==> config.mk <==
export PLATFORM = sky130hd
export DESIGN_NAME = mem_responder
export DESIGN_NICKNAME = d
export VERILOG_FILES = /design/src/rtl/mem_responder_pkg.sv /design/src/rtl/mem_responder_mem_array.sv /design/src/rtl/mem_responder.sv
export SDC_FILE = /design/constraint.sdc
export NUM_CORES = 2
export LEC_CHECK = 0
export CAP_MARGIN = 5
export CELL_PAD_IN_SITES_DETAIL_PLACEMENT = 0
export CELL_PAD_IN_SITES_GLOBAL_PLACEMENT = 2
export CORE_ASPECT_RATIO = 0.75
export CORE_MARGIN = 2
export CORE_UTILIZATION = 37
export DETAILED_ROUTE_END_ITERATION = 10
export PLACE_DENSITY = 0.64
export REMOVE_ABC_BUFFERS = 1
export SYNTH_ARGS = -nofsm -noshare
export SYNTH_HDL_FRONTEND = slang
export SYNTH_SLANG_ARGS = --single-unit
==> constraint.sdc <==
create_clock -name clk -period 4.32 [get_ports clk]
set_input_delay 0.864 -clock clk [delete_from_list [all_inputs] [get_ports clk]]
set_output_delay 0.864 -clock clk [all_outputs]
set_load 0.01 [all_outputs]
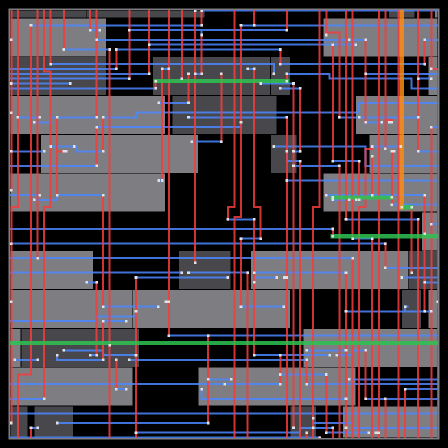
Figure 1: a small window of the routed layout.
Region (364, 384) to (394, 414) um. Cells in gray, sequential cells in the stronger gray; small squares are vias.
Red is met2. Blue is met1. Green is met3. Orange is met4.
Sequential cells in the window: 15. Most frequent: edfxtp_1 (15), mux4_2 (2), nand3_1 (2). 25 logic cells have their middle in the window.

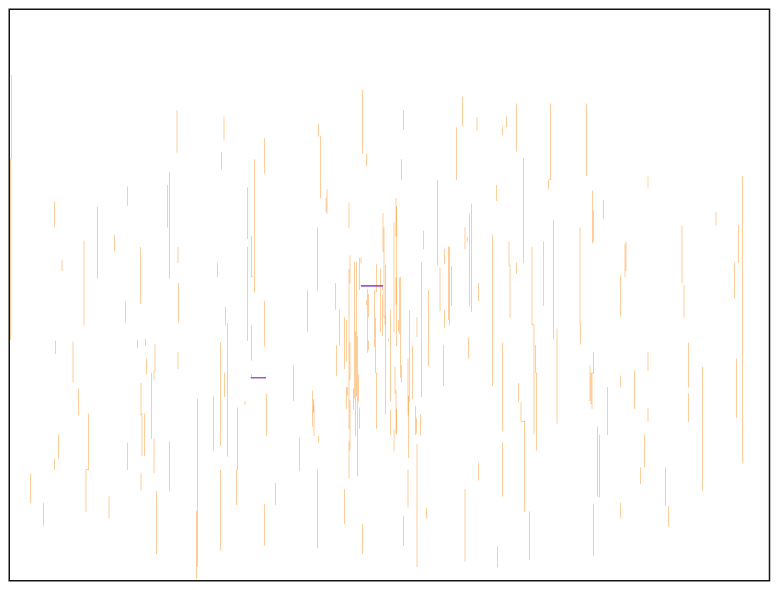
Figure 2: routed metal, one color a layer.
Drawn at 1 px/um. Only two layers are drawn.
Orange is met4, wire length 10900 um. Purple is met5, wire length 34.0 um.
average detailed-routed wire length per instance: 35.0 um
all-layer global routing usage: 21.8%
via count: 79362
routed wire length: 478000 um

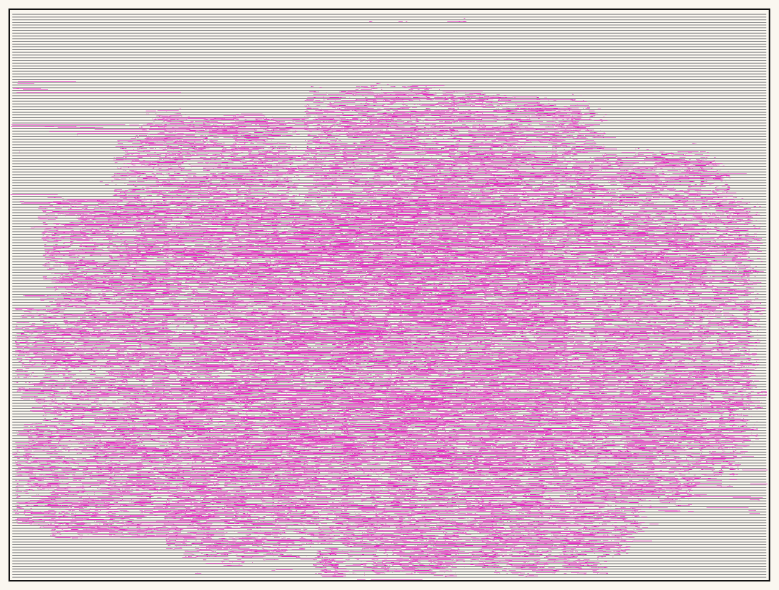
Figure 3: signal wires on met1.
Drawn at 1 px/um. Supply wires on this layer in gray.
The layer carries 213 mm of wire. The wires run mostly horizontal. The longest straight run is 185 um. 7554 nets have wire on it.
global-route met1 utilization: 34.0%

==> run notes <==
Physical design

The run finished with clean final reports. The final count of negative-setup-slack endpoints stands at 0. Based on the critical path, the design can be clocked at up to 263 MHz. Looking at the worst setup and hold paths, the clock pins of their registers show a slew of 60 ps. The number of buffers created by CTS stands at 396.

The cell type that accounts for the most area after synthesis is sky130_fd_sc_hd__edfxtp_1. The quantity of gates resized following cts stands at 0. Measured on the final layout, buffering overhead outside the clock network stands at 4.44%.

The half-perimeter wire length after detailed placement stands at 298000 um. In the finished design, the share of the clock period the worst path needs comes to 87.9%. Sequential power for this build is 0.0442 W.

The post-synthesis cell count stands at 6822. The register with the most flip-flops in the layout has 4096 of them. The horizontal extent of the die stands at 759 um.

Across the run, the number of max-cap violations was 0. The number of top-level pins stands at 46. The critical path endpoint has a required time of 5160 ps.

Among all flip-flop cells after synthesis, the most frequent one is sky130_fd_sc_hd__edfxtp_1. After detailed routing, the wire length on met1 is 213000 um. The setup skew after layout stands at 65.7 ps. According to the timing report, the arrival time at the worst endpoint equals 4640 ps. The cell area that synthesis handed to floorplanning was 158000 um^2.

The floorplan step defined a die boundary enclosing 432000 um^2. After synthesis the netlist holds a flip-flop and latch count of 4120. Once routing completed, OpenROAD measured the worst setup slack at 523 ps. The violation tally from detailed-route iteration zero stands at 11373. At the end of the flow the core is filled with cells to 43.4%. The total cells reported by yosys after synthesis stands at 6822. The script computed the net switching share of total power as 22.2%.

The post-synth tally of flip-flops with integrated enable stands at 4096. Endpoints failing hold in the final report were tallied at 0. The proportion of layout cells with a drive suffix above 1 stands at 33.6%.

By instance count, the cell type seen most on the critical path is sky130_fd_sc_hd__buf_12. The power in combinational cells stands at 0.00494 W. The relative max-transition margin stands at 15.1%. The finished cells cover 184000 um^2. The slew at the pin closest to its max-slew limit stands at 1270 ps. In the setup report, the worst path falls into the class input port to register. Prior to clock tree synthesis, the placed netlist has a worst setup slack of -382 ps. Yosys shows that the main logic family after synthesis is multiplexers.

The class occupying the most area after layout is reported as registers. The first TritonRoute pass finished after 8 iterations. The count of inserted antenna diode cells stands at 11. In the final layout, multi-input gates take up 17.8% of the cell area. The flow reports that combinational logic draws 5.9% of the design power. The critical path maximum fanout is 21. Per the cell usage report, the commonest logic cell in the layout is sky130_fd_sc_hd__edfxtp_1.
No activity file was given, so power comes from the tool's default toggle rates.
